===== config.mk =====
export PLATFORM = sky130hd
export DESIGN_NAME = spi_adc2_rx
export DESIGN_NICKNAME = d
export VERILOG_FILES = /design/src/rtl/spi_adc2_rx.sv
export SDC_FILE = /design/constraint.sdc
export NUM_CORES = 1
export LEC_CHECK = 0
export CAP_MARGIN = 20
export CELL_PAD_IN_SITES_DETAIL_PLACEMENT = 2
export CELL_PAD_IN_SITES_GLOBAL_PLACEMENT = 2
export CORE_MARGIN = 2
export CORE_UTILIZATION = 39
export DETAILED_ROUTE_END_ITERATION = 10
export PLACE_DENSITY_LB_ADDON = 0.1
export SKIP_LAST_GASP = 1
export SLEW_MARGIN = 20
export SYNTH_ARGS = -nofsm -noshare
export SYNTH_HDL_FRONTEND = slang
export SYNTH_SLANG_ARGS = --single-unit

===== constraint.sdc =====
create_clock -name clk -period 2.3 [get_ports clk]
set_input_delay 0.46 -clock clk [delete_from_list [all_inputs] [get_ports clk]]
set_output_delay 0.46 -clock clk [all_outputs]
set_load 0.01 [all_outputs]

===== src/rtl/spi_adc2_rx.sv =====
// -----------------------------------------------------------------------------
// spi_adc2_rx
// Dual-channel SPI receiver for two AD7476A-style 12-bit ADCs that share one
// chip select and one serial clock. Each frame is 16 sclk periods, MSB first,
// with 4 leading zeros. Both data lines are shifted in together, and the lower
// 12 bits of each frame are presented with a one-cycle done strobe.
//
// Parameters
//   CLK_DIV  sclk half-period in clk cycles (1..255)
//
// Ports
//   clk     in   system clock, rising edge
//   rst     in   asynchronous reset, active low
//   start   in   conversion request, sampled only while idle
//   sdata1  in   serial data, ADC channel 1
//   sdata2  in   serial data, ADC channel 2
//   cs      out  shared chip select, active low, registered
//   sclk    out  shared serial clock, idles high, registered
//   data1   out  last completed channel-1 sample
//   data2   out  last completed channel-2 sample
//   done    out  one-cycle strobe, data1/data2 valid from this cycle
//   busy    out  conversion in progress
// -----------------------------------------------------------------------------
module spi_adc2_rx #(
    parameter int unsigned CLK_DIV = 4
) (
    input  logic        clk,
    input  logic        rst,
    input  logic        start,
    input  logic        sdata1,
    input  logic        sdata2,
    output logic        cs,
    output logic        sclk,
    output logic [11:0] data1,
    output logic [11:0] data2,
    output logic        done,
    output logic        busy
);

    typedef enum logic [1:0] {
        IDLE  = 2'd0,
        SHIFT = 2'd1,
        HOLD  = 2'd2,
        QUIET = 2'd3
    } state_e;

    // Wide enough for the QUIET terminal count 2*255-1.
    localparam int unsigned     CNT_W      = 10;
    localparam logic [CNT_W-1:0] HALF_LAST  = CNT_W'(CLK_DIV - 1);
    localparam logic [CNT_W-1:0] QUIET_LAST = CNT_W'(2 * CLK_DIV - 1);

    state_e           state_q;
    logic [CNT_W-1:0] cnt_q;
    logic [3:0]       bit_q;
    logic [15:0]      sr1_q;
    logic [15:0]      sr2_q;
    logic             cs_q;
    logic             sclk_q;
    logic [11:0]      data1_q;
    logic [11:0]      data2_q;
    logic             done_q;
    logic             busy_q;

    // NOTE: every register here, shift registers included, is a plain flop with
    // a reset value; there is no memory array, so clearing all of them on reset
    // costs nothing and keeps an aborted frame from leaking into the next one.
    always_ff @(posedge clk or negedge rst) begin
        if (!rst) begin
            state_q <= IDLE;
            cnt_q   <= '0;
            bit_q   <= '0;
            sr1_q   <= '0;
            sr2_q   <= '0;
            cs_q    <= 1'b1;
            sclk_q  <= 1'b1;
            data1_q <= '0;
            data2_q <= '0;
            done_q  <= 1'b0;
            busy_q  <= 1'b0;
        end else begin
            // NOTE: non-blocking assignments throughout, so every branch reads
            // the pre-edge value of sclk_q/bit_q regardless of statement order.
            done_q <= 1'b0;
            case (state_q)
                IDLE: begin
                    if (start) begin
                        state_q <= SHIFT;
                        cs_q    <= 1'b0;
                        busy_q  <= 1'b1;
                        cnt_q   <= '0;
                        bit_q   <= '0;
                    end
                end
                SHIFT: begin
                    if (cnt_q == HALF_LAST) begin
                        cnt_q  <= '0;
                        sclk_q <= ~sclk_q;
                        // sclk currently low and about to rise: capture both lines.
                        if (!sclk_q) begin
                            sr1_q <= {sr1_q[14:0], sdata1};
                            sr2_q <= {sr2_q[14:0], sdata2};
                            bit_q <= bit_q + 4'd1;
                            if (bit_q == 4'd15) begin
                                state_q <= HOLD;
                            end
                        end
                    end else begin
                        cnt_q <= cnt_q + 1'b1;
                    end
                end
                HOLD: begin
                    if (cnt_q == HALF_LAST) begin
                        cnt_q   <= '0;
                        cs_q    <= 1'b1;
                        state_q <= QUIET;
                    end else begin
                        cnt_q <= cnt_q + 1'b1;
                    end
                end
                QUIET: begin
                    if (cnt_q == QUIET_LAST) begin
                        cnt_q   <= '0;
                        state_q <= IDLE;
                        done_q  <= 1'b1;
                        busy_q  <= 1'b0;
                        data1_q <= sr1_q[11:0];
                        data2_q <= sr2_q[11:0];
                    end else begin
                        cnt_q <= cnt_q + 1'b1;
                    end
                end
                default: state_q <= IDLE;
            endcase
        end
    end

    assign cs    = cs_q;
    assign sclk  = sclk_q;
    assign data1 = data1_q;
    assign data2 = data2_q;
    assign done  = done_q;
    assign busy  = busy_q;

endmodule


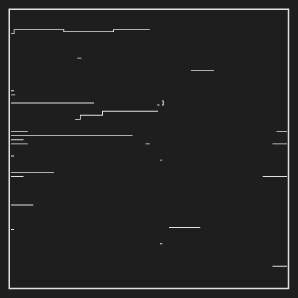
Figure 1: met3 routing.
Scale: 3 px per um.
main direction: horizontal
wire length on this layer: 231 um
nets with wire on the layer: 21
share of all routed wire: 3.1%
longest straight run: 40.2 um

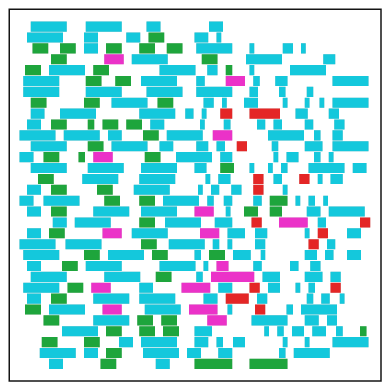
Figure 2: drive-strength map.
Scale: 4 px per um.
[drive 3 to 4] red | cells: 14 | share: 4.8% | most used: buf_4
[drive 2] green | cells: 59 | share: 20% | most used: mux2_2
[drive 1 or less] cyan | cells: 203 | share: 70% | most used: dfrtp_1
[drive 6 and up] magenta | cells: 15 | share: 5.2% | most used: clkbuf_8

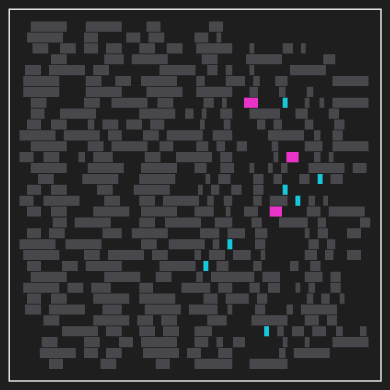
Figure 3: gate-type map.
Scale: 4 px per um.
[AND-OR and OR-AND gates] magenta | cells: 3
[inverters] cyan | cells: 7 | most used: inv_1 | where: east
logic share of the area: 0.337
most instantiated logic cell after routing: dfrtp_1
Non-Filler Instances: 393

==> metrics.yaml <==
critical_path:
  cp-start-kind: "flop"
  slowest_delay_ns: 0.52
  arrival_ns: 2.38
  rr_worst_depth: 6
cts:
  cts_root_buffer: "clkbuf_8"
  ctsLongestPathBuffers: 2
  ctsResizeCount: 0
global_routing:
  grt_pass1_vias: 2294
  antenna_found_initial: 0
  grt_use_met3: 0.0488
logic_synthesis:
  common_cells: "dfrtp_1 (66), mux2_2 (49), nand2_1 (20), ha_1 (7), o21ai_0 (7)"
  area_leaders: "dfrtp_1 (54%), mux2_2 (18%), ha_1 (2.9%)"
  ys_area_mm2: 0.00306
final_timing:
  setup_violations: 0
  hold_viol: 0
  skew_ns: 0.00872
  drv_slew: 0
  fmax_mhz: 478
run_status:
  status: "complete, no violations"
cells_and_area:
  post_route_cells_drive_above_1_share: 0.302
placement:
  hpwl_um: 5050
die:
  rows: 32
  num_io_pins: 33
  dieArea_mm2: 0.00857
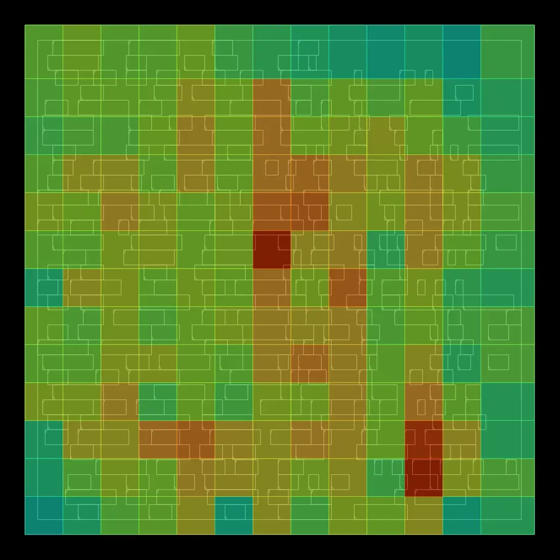
Figure 4: congestion heat map.
grt met2 use: 0.305
WL per Instance: 18.7 um
GRT Util Overall: 0.192
GRT busiest layer: met2

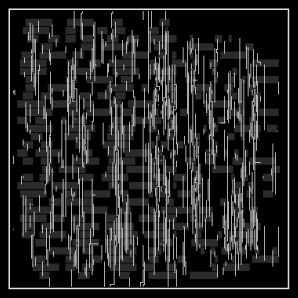
Figure 5: the metal 2 layer.
Scale: 3 px per um.
longest straight run: 38.4 um
nets with wire on the layer: 283
share of all routed wire: 50%
main direction: vertical
detailed-route via count: 2105
DRT Wirelength: 7360 um

## state kept, by name, summed over array words and instances, names as in the netlist
signal / flops
cs: 1
data1: 12
sr2_q: 12
busy: 1
state_q: 2
data2: 12
cnt_q: 10
done: 1
sclk: 1
bit_q: 4
sr1_q: 12
## worst min path at each step
stage                     from                    to  slack, ns  depth (start not counted)
after floorplan            rst  bit_q[0]$_DFFE_PN0P_       0.16                          0
after global placement     rst  bit_q[0]$_DFFE_PN0P_       0.47                          1
after detailed placement   rst  bit_q[0]$_DFFE_PN0P_       0.47                          1
after CTS                  rst  bit_q[0]$_DFFE_PN0P_       0.09                          1
after global routing       rst  bit_q[0]$_DFFE_PN0P_       0.10                          1
final                      rst  bit_q[0]$_DFFE_PN0P_        0.1                          1
## power by group through the flow
stage	combinational, mW	clock (mW)	sequential (mW)
detailed placement	0.0430	0	1.22
global placement	0.0423	0	1.22
CTS	0.0431	1.06	1.19
floorplan	0.00204	0	1.22
finish	0.0406	1.02	1.19
global route	0.0459	1.09	1.19
## metrics by stage
stage / cell area [um^2] / setup WS, ns
after floorplan: 3060 / 0.304
after global placement: 3590 / 0.218
after detailed placement: 3590 / 0.182
after CTS: 3790 / 0.194
after global routing: 3790 / 0.00347
final: 3790 / 0.207
## layout make-up
type / count / area [um^2]
Clock buffer: 10 / 138
Clock inverter: 6 / 62.6
Fill cell: 766 / 3850
Inverter: 7 / 26.3
Multi-Input combinational cell: 154 / 1280
Sequential cell: 68 / 1700
Tap cell: 102 / 128
Timing Repair Buffer: 46 / 458
## critical path, delay by kind of cell (launching register included)
kind | cells | cell delay [ns]
flops | 1 | 0.41
buf+inv | 1 | 0.10
simple gates | 4 | 1.21
fa+ha+maj | 1 | 0.32
## layout by cell type (no fill, tap or decap), drive strengths merged, types with 5 or more instances in the layout
master	netlist	layout
clkbuf	2	10
clkdlybuf4s50	0	31
clkinv	1	5
nand2	20	20
inv	6	7
dfrtp	66	66
nor3	6	6
o21ai	7	7
ha	7	7
mux2	49	49
buf	6	15
nand3	7	7
## metal layers
metal / up-vias / share of wire
li1: 962 / -
met1: 1107 / 0.46
met2: 28 / 0.50
met3: 8 / 0.031
met4: 0 / 0.014
met5: - / 0
## kinds of logic after synthesis
kind of cell / after synthesis / share of synthesized area
adders and majority gates: 7 / 0.0286
and+or+nand+nor: 58 / 0.110
DFF: 68 / 0.557
buffers and inverters: 15 / 0.0250
xor gates and xnor gates: 3 / 0.00859
AOI/OAI and AO/OA: 33 / 0.0769
muxes: 53 / 0.194
Power is estimated from default activity; no workload was simulated.
